==> src/rtl/matrix_pkg.sv <==
// Shared definitions for the LED matrix scanner: FSM state encoding and
// default geometry/timing parameters.
package matrix_pkg;

  localparam int unsigned DEF_COLS         = 64;
  localparam int unsigned DEF_ROWS         = 16;
  localparam int unsigned DEF_BITS         = 6;
  localparam int unsigned DEF_DISPLAY_BASE = 4;

  typedef enum logic [1:0] {
    ST_IDLE,
    ST_SHIFT,
    ST_LATCH,
    ST_DISPLAY
  } scan_state_e;

endpackage

==> src/rtl/bcm_timer.sv <==
// Loadable down-counter timing the binary-coded-modulation display window.
// After a load of N, done is low for N-1 cycles and high on the N-th.
module bcm_timer #(
  parameter int unsigned W = 8
) (
  input  logic         clk,
  input  logic         reset,
  input  logic         load,
  input  logic [W-1:0] load_value,
  output logic         done
);

  logic [W-1:0] count;

  // NOTE: state registers use non-blocking assignments so every flop samples
  // pre-edge values regardless of process evaluation order.
  always_ff @(posedge clk or posedge reset) begin
    if (reset) begin
      count <= '0;
    end else if (load) begin
      count <= load_value - W'(1);
    end else if (count != '0) begin
      count <= count - W'(1);
    end
  end

  assign done = (count == '0);

endmodule

==> src/rtl/matrix_scan.sv <==
// HUB75-style panel scanner: shifts one row pair per brightness plane, latches
// it, then enables the LEDs for a plane-weighted number of cycles.
module matrix_scan
  import matrix_pkg::*;
#(
  parameter int unsigned COLS         = DEF_COLS,
  parameter int unsigned ROWS         = DEF_ROWS,
  parameter int unsigned BITS         = DEF_BITS,
  parameter int unsigned DISPLAY_BASE = DEF_DISPLAY_BASE
) (
  input  logic                                 clk,
  input  logic                                 reset,
  input  logic                                 enable,
  input  logic [2:0]                           rgb_top,
  input  logic [2:0]                           rgb_bottom,
  output logic [$clog2(ROWS)+$clog2(COLS)-1:0] pixel_addr,
  output logic [BITS-1:0]                      brightness_mask,
  output logic [2:0]                           matrix_rgb_top,
  output logic [2:0]                           matrix_rgb_bottom,
  output logic                                 matrix_clk,
  output logic                                 matrix_latch,
  output logic                                 matrix_oe_n,
  output logic [$clog2(ROWS)-1:0]              matrix_row,
  output logic                                 frame_done
);

  localparam int COL_W = $clog2(COLS);
  localparam int ROW_W = $clog2(ROWS);
  localparam int PIX_W = ROW_W + COL_W;
  localparam int CNT_W = COL_W + 1;
  localparam int BIT_W = (BITS > 1) ? $clog2(BITS) : 1;
  localparam int TMR_W = $clog2(DISPLAY_BASE << (BITS - 1)) + 1;

  // Slot COLS is the extra slot that pushes the final column into the panel.
  localparam logic [CNT_W-1:0] LAST_SLOT  = CNT_W'(COLS);
  localparam logic [BIT_W-1:0] LAST_PLANE = BIT_W'(BITS - 1);
  localparam logic [ROW_W-1:0] LAST_ROW   = ROW_W'(ROWS - 1);

  scan_state_e      state, state_n;
  logic [CNT_W-1:0] col, col_n, col_inc;
  logic             phase, phase_n;
  logic [BIT_W-1:0] bit_idx, bit_n, bit_inc;
  logic [ROW_W-1:0] row, row_n;

  logic [PIX_W-1:0] addr_n;
  logic [BITS-1:0]  mask_n;
  logic [2:0]       rgb_top_n, rgb_bottom_n;
  logic             mclk_n, latch_n, oe_n_n, frame_done_n;
  logic [ROW_W-1:0] mrow_n;

  logic             timer_load, timer_done;
  logic [TMR_W-1:0] timer_value;

  assign col_inc     = col + CNT_W'(1);
  assign bit_inc     = bit_idx + BIT_W'(1);
  assign timer_value = TMR_W'(DISPLAY_BASE) << bit_idx;

  bcm_timer #(
    .W(TMR_W)
  ) u_bcm_timer (
    .clk       (clk),
    .reset     (reset),
    .load      (timer_load),
    .load_value(timer_value),
    .done      (timer_done)
  );

  // NOTE: every signal written here gets a default first, so no path through
  // the case statement can leave one unassigned and infer a latch.
  always_comb begin
    state_n      = state;
    col_n        = col;
    phase_n      = phase;
    bit_n        = bit_idx;
    row_n        = row;
    addr_n       = pixel_addr;
    mask_n       = brightness_mask;
    rgb_top_n    = matrix_rgb_top;
    rgb_bottom_n = matrix_rgb_bottom;
    mrow_n       = matrix_row;
    mclk_n       = 1'b0;
    latch_n      = 1'b0;
    oe_n_n       = 1'b1;
    frame_done_n = 1'b0;
    timer_load   = 1'b0;

    unique case (state)
      ST_IDLE: begin
        if (enable) begin
          state_n = ST_SHIFT;
          col_n   = '0;
          phase_n = 1'b0;
          addr_n  = {row, COL_W'(0)};
        end
      end

      ST_SHIFT: begin
        if (!phase) begin
          phase_n = 1'b1;
          mclk_n  = 1'b1;
        end else begin
          phase_n = 1'b0;
          // RAM data for this slot's address arrives during phase B.
          if (col != LAST_SLOT) begin
            rgb_top_n    = rgb_top;
            rgb_bottom_n = rgb_bottom;
          end
          if (col == LAST_SLOT) begin
            state_n = ST_LATCH;
            latch_n = 1'b1;
            mrow_n  = row;
          end else begin
            col_n = col_inc;
            if (col_inc != LAST_SLOT) begin
              addr_n = {row, col_inc[COL_W-1:0]};
            end
          end
        end
      end

      ST_LATCH: begin
        state_n    = ST_DISPLAY;
        oe_n_n     = 1'b0;
        timer_load = 1'b1;
      end

      ST_DISPLAY: begin
        if (!timer_done) begin
          oe_n_n = 1'b0;
        end else if (bit_idx == LAST_PLANE) begin
          state_n      = ST_IDLE;
          bit_n        = '0;
          mask_n       = BITS'(1);
          row_n        = row + ROW_W'(1);
          frame_done_n = (row == LAST_ROW);
        end else begin
          state_n = ST_SHIFT;
          bit_n   = bit_inc;
          mask_n  = BITS'(1) << bit_inc;
          col_n   = '0;
          phase_n = 1'b0;
          addr_n  = {row, COL_W'(0)};
        end
      end

      default: begin
        state_n = ST_IDLE;
      end
    endcase
  end

  // Asynchronous reset blanks the panel immediately, even mid-display.
  always_ff @(posedge clk or posedge reset) begin
    if (reset) begin
      state             <= ST_IDLE;
      col               <= '0;
      phase             <= 1'b0;
      bit_idx           <= '0;
      row               <= '0;
      pixel_addr        <= '0;
      brightness_mask   <= BITS'(1);
      matrix_rgb_top    <= '0;
      matrix_rgb_bottom <= '0;
      matrix_clk        <= 1'b0;
      matrix_latch      <= 1'b0;
      matrix_oe_n       <= 1'b1;
      matrix_row        <= '0;
      frame_done        <= 1'b0;
    end else begin
      state             <= state_n;
      col               <= col_n;
      phase             <= phase_n;
      bit_idx           <= bit_n;
      row               <= row_n;
      pixel_addr        <= addr_n;
      brightness_mask   <= mask_n;
      matrix_rgb_top    <= rgb_top_n;
      matrix_rgb_bottom <= rgb_bottom_n;
      matrix_clk        <= mclk_n;
      matrix_latch      <= latch_n;
      matrix_oe_n       <= oe_n_n;
      matrix_row        <= mrow_n;
      frame_done        <= frame_done_n;
    end
  end

endmodule

==> config.mk <==
export PLATFORM = sky130hd
export DESIGN_NAME = matrix_scan
export DESIGN_NICKNAME = d
export VERILOG_FILES = /design/src/rtl/matrix_pkg.sv /design/src/rtl/bcm_timer.sv /design/src/rtl/matrix_scan.sv
export SDC_FILE = /design/constraint.sdc
export NUM_CORES = 1
export LEC_CHECK = 0
export ABC_CLOCK_PERIOD_IN_PS = 2610
export CORE_MARGIN = 2
export CORE_UTILIZATION = 54
export DETAILED_ROUTE_END_ITERATION = 8
export PLACE_DENSITY = 0.89
export RECOVER_POWER = 100
export REMOVE_ABC_BUFFERS = 1
export SKIP_LAST_GASP = 1
export SLEW_MARGIN = 20
export SYNTH_ARGS = -nofsm -noshare
export SYNTH_HDL_FRONTEND = slang
export SYNTH_SLANG_ARGS = --single-unit
==> constraint.sdc <==
create_clock -name clk -period 2.61 [get_ports clk]
set_input_delay 0.3915 -clock clk [delete_from_list [all_inputs] [get_ports clk]]
set_output_delay 0.3915 -clock clk [all_outputs]
set_load 0.05 [all_outputs]
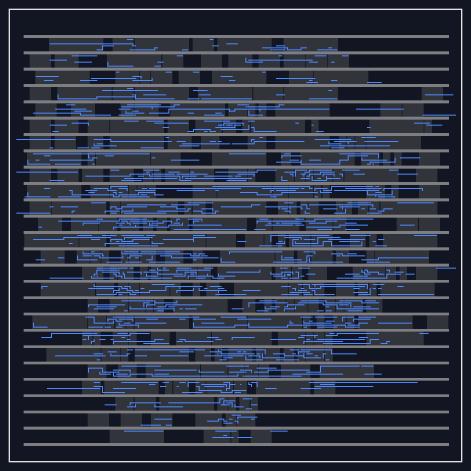
*Metal 1*
(6 px per micron) Supply wires on this layer in grey. Cells faint in the background.
wire length on this layer	2,300 microns
share of all routed wire	41%
vias after detailed routing: 2,070
overall routed net length: 5650 microns
GR Layer Usage met1: 27.3%

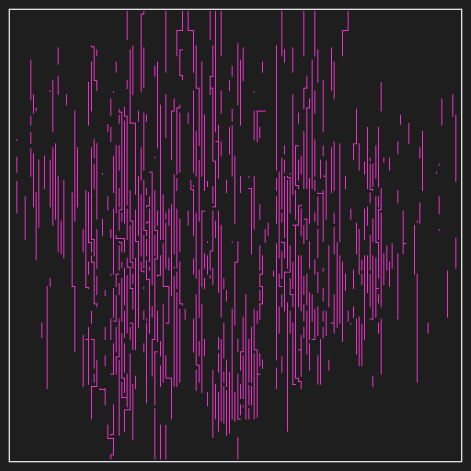
*M2 wires*
(6 px per micron)
main direction	vertical
longest straight run	25.5 microns
share of all routed wire	52%
met2 track utilization from global routing: 36.8%

==> notes.md <==
The arrival time of data at the worst endpoint is listed as 2610 ps. Per the detail_route report, DRC violations left total 0. The cell type that accounts for the most area after synthesis is sky130_fd_sc_hd__dfrtp_1. Launch point of the critical path: state[0]$_DFFE_PP0P_.

For this sky-water flow run, the detailed-routed wirelength per cell is reported as 15.6 microns. The worst setup path is captured at a flop. The HPWL reported at the end of detailed placement came out at 4130 microns. After routing, the total negative slack on setup checks comes to 0 ps. The biggest cell delay along the critical path is 400 ps. The run gives 2,008 for the number of global-route vias before repair.

The final timing report lists a max-slew violation count of 0. With the cell row count at 25, the detailed-route vias per instance is 5.72. Tap insertion was completed with 67 tapcells. The yosys cell count is 253.

Setup repair after global routing left no endpoint under its margin. The global-route wire length before repair was 9230 microns; the clock power share was 34.5%. The largest fanout on the critical path works out to 14. The post-synthesis sequential element count works out to 55.

The number of cells on the worst reg-to-reg path works out to 7. pixel_addr holds more flip-flops than any other register. Summed over all combinational cells, the power is 57.8 uW.

The most critical min-delay path falls under flop to flop. The main area contributors are sky130_fd_sc_hd__dfrtp_1 49%, sky130_fd_sc_hd__mux2_2 4.9%, sky130_fd_sc_hd__ha_1 4.6%. The run finished with clean final reports. The total die size was 0.00565 sq mm; the count of buffering cells on the critical path with inverters included was 1.

For the maximum ir drop on the vdd rail, the log shows 0.270 mV. In this run, the synthesized area fraction spent on AND-OR/OR-AND gates is recorded as 15.3%. The internal portion of the total power is 1070 uW. The final timing report lists clock skew as 10.5 ps.

The instance area after placement is 0.00321 sq mm. Hold timing on the final database bottoms out at a slack of 478 ps. Counting tap cells, the placed design contains a total of 354 instances. The die span in x is 75.2 microns, and the maximum clock insertion buffer count is 2. The area added between synthesis and finish was 19.2%.
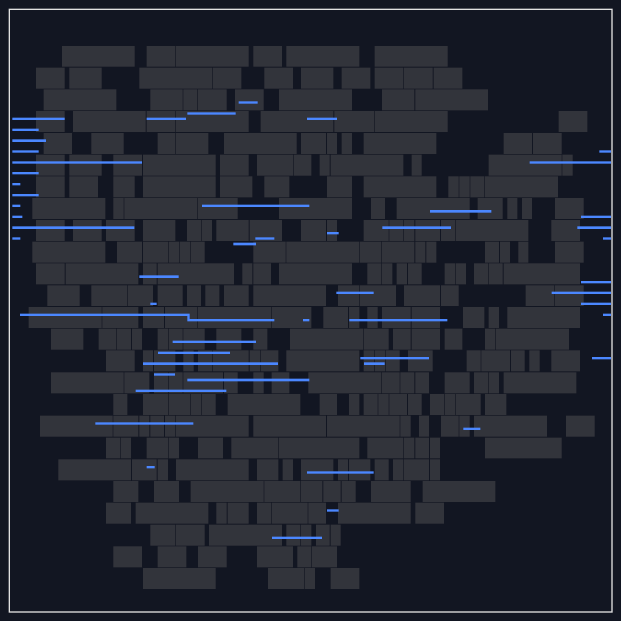
*M3 wires*
(8 px per micron) Cells faint in the background.
wire length on this layer	300 microns
main direction	horizontal
share of all routed wire	5.3%
nets with wire on the layer	42
fraction of met3 tracks used by global routing: 4.42%

No activity file was given, so power comes from the tool's default toggle rates.
